`config.mk`:
```
export PLATFORM = sky130hd
export DESIGN_NAME = jtag_vio
export DESIGN_NICKNAME = d
export VERILOG_FILES = /design/src/rtl/jtag_vio_pkg.sv /design/src/rtl/jtag_sync_edge.sv /design/src/rtl/jtag_vio.sv
export SDC_FILE = /design/constraint.sdc
export NUM_CORES = 1
export LEC_CHECK = 0
export CAP_MARGIN = 5
export CORE_MARGIN = 5
export CORE_UTILIZATION = 56
export CTS_BUF_LIST = sky130_fd_sc_hd__clkbuf_4
export DETAILED_ROUTE_END_ITERATION = 12
export PLACE_DENSITY = 0.83
export SLEW_MARGIN = 5
export SYNTH_ARGS = -nofsm -noshare
export SYNTH_HDL_FRONTEND = slang
export SYNTH_SLANG_ARGS = --single-unit
```
`constraint.sdc`:
```
create_clock -name clk -period 3.6 [get_ports clk]
set_clock_uncertainty 0.15 [all_clocks]
set_input_delay 0.36 -clock clk [delete_from_list [all_inputs] [get_ports clk]]
set_output_delay 0.36 -clock clk [all_outputs]
set_load 0.1 [all_outputs]
```
`src/rtl/jtag_vio_pkg.sv`:
```
// Shared types and helpers for the jtag_vio virtual I/O responder.
package jtag_vio_pkg;

  localparam int SYNC_STAGES = 2;

  typedef enum logic [1:0] {
    IDLE  = 2'd0,
    SHIFT = 2'd1,
    UPD   = 2'd2
  } state_t;

  function automatic int dr_width(input int in_w, input int out_w);
    return (in_w > out_w) ? in_w : out_w;
  endfunction

endpackage

```
`src/rtl/jtag_sync_edge.sv`:
```
// Synchroniser for one asynchronous JTAG strobe, plus a delay stage for edge detection.
module jtag_sync_edge
  import jtag_vio_pkg::*;
(
  input  logic clk,
  input  logic rst_n,
  input  logic i_d,
  output logic o_lvl,
  output logic o_rise,
  output logic o_fall
);

  logic [SYNC_STAGES-1:0] r_sync;
  logic                   r_dly;

  always_ff @(posedge clk or negedge rst_n) begin
    if (!rst_n) begin
      r_sync <= '0;
      r_dly  <= 1'b0;
    end else begin
      r_sync <= {r_sync[SYNC_STAGES-2:0], i_d};
      r_dly  <= r_sync[SYNC_STAGES-1];
    end
  end

  assign o_lvl  = r_sync[SYNC_STAGES-1];
  assign o_rise = r_sync[SYNC_STAGES-1] & ~r_dly;
  assign o_fall = ~r_sync[SYNC_STAGES-1] & r_dly;

endmodule

```
`src/rtl/jtag_vio.sv`:
```
// Virtual I/O on a GW_JTAG user chain; oversamples the TAP strobes in the clk domain.
// Define JTAG_VIO_PULSE_EN to make probe_out[0] self-clear after PULSE_CYC clk.
module jtag_vio
  import jtag_vio_pkg::*;
#(
  parameter int               IN_W      = 8,
  parameter int               OUT_W     = 8,
  parameter logic [OUT_W-1:0] OUT_INIT  = '0,
  parameter int               PULSE_CYC = 16
) (
  input  logic             clk,
  input  logic             rst_n,
  input  logic             jtag_tck,
  input  logic             jtag_tdi,
  input  logic             jtag_tlr,
  input  logic             jtag_en,
  input  logic             jtag_sdr_cdr,
  input  logic             jtag_udr,
  output logic             jtag_tdo,
  input  logic [IN_W-1:0]  probe_in,
  output logic [OUT_W-1:0] probe_out,
  output logic             update_stb
);

  localparam int DR_W = dr_width(IN_W, OUT_W);
  localparam int I_TCK = 0, I_TDI = 1, I_TLR = 2, I_EN = 3, I_SDR = 4, I_UDR = 5;

  logic [5:0] w_in, w_lvl, w_rise, w_fall;
  assign w_in = {jtag_udr, jtag_sdr_cdr, jtag_en, jtag_tlr, jtag_tdi, jtag_tck};

  jtag_sync_edge u_sync [5:0] (
    .clk   (clk),
    .rst_n (rst_n),
    .i_d   (w_in),
    .o_lvl (w_lvl),
    .o_rise(w_rise),
    .o_fall(w_fall)
  );

  logic w_tck_rise, w_tck_fall, w_udr_rise, w_tdi, w_tlr, w_en, w_sdr, w_unused;
  assign w_tck_rise = w_rise[I_TCK];
  assign w_tck_fall = w_fall[I_TCK];
  assign w_udr_rise = w_rise[I_UDR];
  assign w_tdi      = w_lvl[I_TDI];
  assign w_tlr      = w_lvl[I_TLR];
  assign w_en       = w_lvl[I_EN];
  assign w_sdr      = w_lvl[I_SDR];
  assign w_unused   = ^{w_rise[4:1], w_fall[5:1], w_lvl[I_TCK], w_lvl[I_UDR]};

  state_t            r_state, w_next;
  logic [DR_W-1:0]   r_sr;
  logic              r_paused, r_tdo, r_stb;
  logic [OUT_W-1:0]  r_out;
  logic              w_capture, w_shift, w_upd, w_leave;

  always_ff @(posedge clk or negedge rst_n) begin
    if (!rst_n) r_state <= IDLE;
    else        r_state <= w_next;
  end

  // tlr beats everything, then udr_rise beats any tck activity.
  always_comb begin
    w_next = r_state;
    if (w_tlr)                    w_next = IDLE;
    else if (w_udr_rise && w_en)  w_next = UPD;
    else begin
      case (r_state)
        IDLE:    if (w_tck_rise && w_en && w_sdr) w_next = SHIFT;
        SHIFT:   if (!w_en || !w_sdr)             w_next = IDLE;
        default: w_next = IDLE;
      endcase
    end
  end

  // Re-entry from IDLE while paused is a resumed Shift-DR, not a new Capture-DR.
  always_comb begin
    w_capture = (r_state == IDLE) && (w_next == SHIFT) && !r_paused;
    w_shift   = ((r_state == SHIFT) && (w_next == SHIFT) && w_tck_rise) ||
                ((r_state == IDLE) && (w_next == SHIFT) && r_paused);
    w_upd     = (r_state == UPD) && !w_tlr;
    w_leave   = (r_state == SHIFT) && (w_next == IDLE);
  end

  always_ff @(posedge clk or negedge rst_n) begin
    if (!rst_n) begin
      r_sr     <= '0;
      r_paused <= 1'b0;
    end else begin
      if (w_tlr)          r_sr <= '0;
      else if (w_capture) r_sr <= DR_W'(probe_in);
      else if (w_shift)   r_sr <= {w_tdi, r_sr[DR_W-1:1]};

      if (w_tlr || w_udr_rise)   r_paused <= 1'b0;
      else if (w_leave && w_en)  r_paused <= 1'b1;
    end
  end

  // tdo moves on the falling TCK so it is settled before the host's rising sample.
  always_ff @(posedge clk or negedge rst_n) begin
    if (!rst_n)                      r_tdo <= 1'b0;
    else if (w_tck_fall && w_en)     r_tdo <= r_sr[0];
  end

`ifdef JTAG_VIO_PULSE_EN
  localparam int CNT_W = $clog2(PULSE_CYC + 1);
  logic [CNT_W-1:0] r_cnt;

  always_ff @(posedge clk or negedge rst_n) begin
    if (!rst_n) begin
      r_out <= OUT_INIT;
      r_stb <= 1'b0;
      r_cnt <= '0;
    end else begin
      r_stb <= w_upd;
      if (w_upd) begin
        r_out <= r_sr[OUT_W-1:0];
        r_cnt <= r_sr[0] ? CNT_W'(PULSE_CYC) : '0;
      end else if (r_cnt != '0) begin
        r_cnt <= r_cnt - 1'b1;
        if (r_cnt == CNT_W'(1)) r_out[0] <= 1'b0;
      end
    end
  end
`else
  localparam int unused_pulse_cyc = PULSE_CYC;

  always_ff @(posedge clk or negedge rst_n) begin
    if (!rst_n) begin
      r_out <= OUT_INIT;
      r_stb <= 1'b0;
    end else begin
      r_stb <= w_upd;
      if (w_upd) r_out <= r_sr[OUT_W-1:0];
    end
  end
`endif

  assign jtag_tdo   = r_tdo;
  assign probe_out  = r_out;
  assign update_stb = r_stb;

endmodule
```
congestion.png
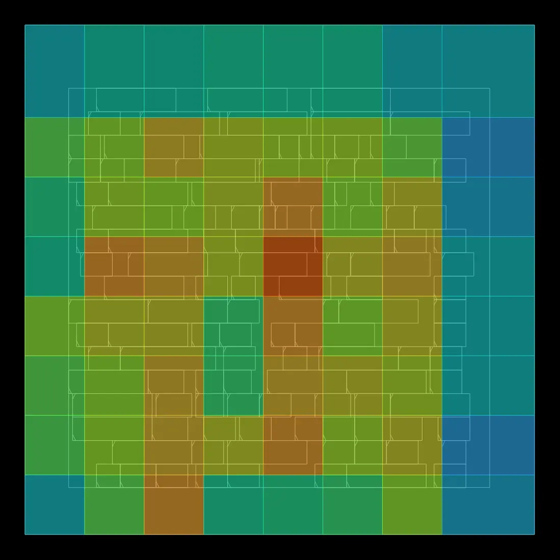
GR Util met2: 0.237
drt wl/cell: 14.5 µm
final core utilization: 0.759
met1 Use GR: 0.180
Most Crowded Layer GR: met2

flops_by_reg.png
Other sequential cells in the stronger grey, the rest of the logic in the fainter grey.
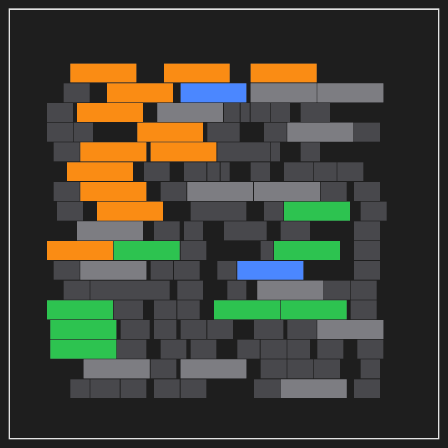
- u_sync.r_sync: orange (flops 12)
- r_state: blue (flops 2)
- probe_out: green (flops 8)
- not coloured: 13
Seq/total area: 0.512
register area: 876 µm²

layer_met1.png
Supply wires on this layer in grey.
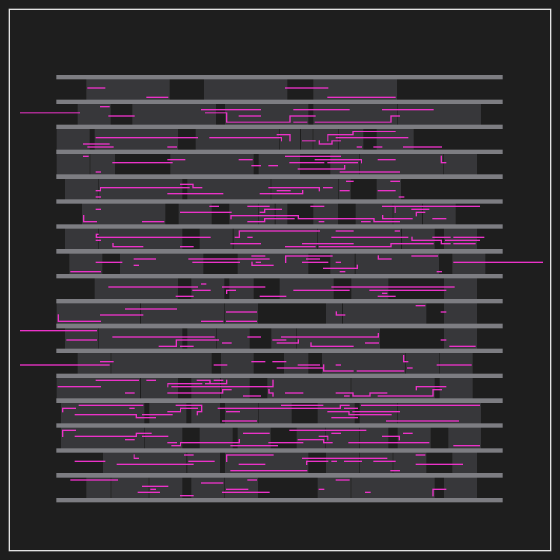
- main direction: horizontal
- longest straight run: 13.3 µm
- share of all routed wire: 42%
- wire length on this layer: 881 µm
- nets with wire on the layer: 114
vias post-DR: 749
Post-Route WL: 2080 µm

io_fan.png
Bar = 20 µm.
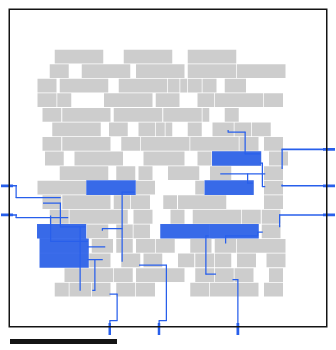
- probe_out: blue (bits 8; direction output; end cells 8; buffers 8; wire 199 µm)

layer_met2.png
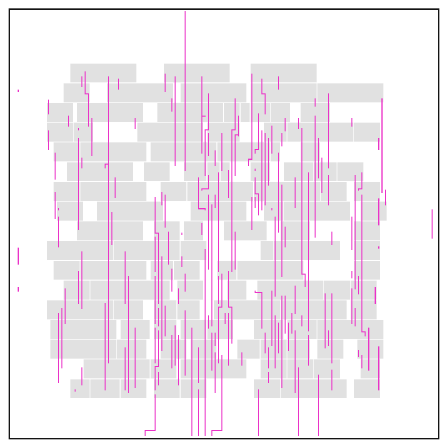
- main direction: vertical
- nets with wire on the layer: 113
- longest straight run: 39.4 µm

layer usage:
metal	up-vias	GRT usage	wire length, µm
met5	-	0	0
met3	9	0.0501	148
li1	358	-	-
met4	0	0.0874	61
met2	22	0.237	993
met1	360	0.180	880
cells in the final DEF (no fill, tap or decap):
cell type / count
a2111oi_0: 1
and3b_1: 1
and4bb_2: 1
buf_4: 2
bufinv_16: 1
clkbuf_4: 5
clkdlybuf4s50_1: 25
clkinv_1: 1
clkinv_2: 1
dfrtp_1: 35
inv_1: 1
mux2_2: 9
mux2i_1: 16
nand3b_1: 1
nand3b_4: 1
nor2_1: 1
nor2b_1: 1
nor3_1: 1
nor3_4: 1
nor3b_1: 1
nor4_4: 1
or2b_1: 2
or2b_2: 7
power by group:
part           leakage, nW  internal, mW  switching (mW)
registers            0.454         0.407         0.00908
logic                0.307        0.0337          0.0496
clock network       0.0426         0.143           0.121
total                0.804         0.583           0.180
registers in the layout (all words and copies together) (netlist names):
name,count
update_stb,1
u_sync.r_dly,2
r_paused,1
probe_out,8
r_state,2
u_sync.r_sync,12
jtag_tdo,1
r_sr,8
path summary, 6_finish.rpt:
path	start	endpoint	slack, ps	depth (start not counted)
max	probe_out[4]$_DFFE_PN0P_	probe_out[4]	1260	1
max in group asynchronous	rst_n	r_sr[5]$_DFFE_PN0P_	2720	2
min reg2reg	u_sync[1].r_sync[0]$_DFF_PN0_	u_sync[1].r_sync[1]$_DFF_PN0_	200	0
min in group asynchronous	rst_n	update_stb$_DFF_PN0_	270	2
min	u_sync[1].r_sync[0]$_DFF_PN0_	u_sync[1].r_sync[1]$_DFF_PN0_	200	0
max reg2reg	u_sync[2].r_sync[1]$_DFF_PN0_	probe_out[3]$_DFFE_PN0P_	1580	3
cells by family (layout without fill, tap and decap cells):
logic type	after synthesis	count (layout)	share of synthesized area
AND-OR/OR-AND	1	1	0.00651
buffers and inverters	3	36	0.0102
flip-flops	35	35	0.651
multiplexers	25	25	0.194
AND/OR/NAND/NOR	19	19	0.138
area by class of cell:
class	count	area, µm²
Inverter	1	3.75
Sequential cell	35	876
Fill cell	159	543
Multi-Input combinational cell	45	455
Timing Repair Buffer	27	265
Tap cell	28	35.0
Clock buffer	5	37.5
Clock inverter	3	38.8
metrics by stage:
stage / setup slack [ps] / hold WS, ps / power, mW / util / instances
finish: 1260 / 205 / 0.763 / 0.759 / 144
global route: 1180 / 216 / 0.797 / 0.759 / 144
CTS: 1240 / 208 / 0.772 / 0.759 / 144
detailed placement: 1610 / 186 / 0.509 / 0.725 / 136
global placement: 1620 / 181 / 0.506 / 0.725 / 136
floorplan: 2060 / -85.6 / 0.471 / - / 83
==> impl_metrics.json <==
{
  "diodes": 0,
  "drt_iter0_markers": 7,
  "crit_required_ps": 3090,
  "core_um2": 2250,
  "die_w_um": 59.0,
  "final-setup-viol-count": 0,
  "die_h_um": 59.0,
  "cts.sinks": 35,
  "cts_buffer_depth": 2,
  "grt_usage": 0.150,
  "cts_tree": "yes",
  "critPathTopFamily": "buffers and inverters",
  "clock.latency.late_pin_ps": 330,
  "clock-root-buffer": "clkbuf_4",
  "maxClockFrequency_mhz": 427,
  "min_period_over_period": 0.650,
  "die-area_um2": 3480,
  "power.density_nw_per_um2": 446,
  "path_max_fanout": 2,
  "rsz0062_at_grt": "false",
  "drive_gt1_frac": 0.250,
  "cap_viol_max_count": 0,
  "path_cells": "clkdlybuf4s50_1",
  "synth_nets": 99,
  "synth.avg_cell_area_um2": 16.2,
  "stdcell_area_um2": 1710,
  "peakVddDrop_mv": 0.404,
  "syn_inst": 83,
  "port_buffers": 25,
  "syn_area_um2": 1350,
  "synth.distinct_cells": 19,
  "hold_viol": 0,
  "route.detailed.drc": 0,
  "cts_buffers": 5,
  "setup_tns_ps": 0,
  "criticalPathCategory": "flip-flop to output port",
  "common_cells": "dfrtp_1 (35), mux2i_1 (16), mux2_2 (9)",
  "slowest_stage": "clkdlybuf4s50_1",
  "grt_pass1_wl_um": 3770,
  "status": "finished, final reports clean",
  "yosysTopAreaCell": "dfrtp_1",
  "max_slew.worst_pin.slew_ps": 976,
  "grt-ovfl-total": 0
}
Power and IR drop assume default switching activity.
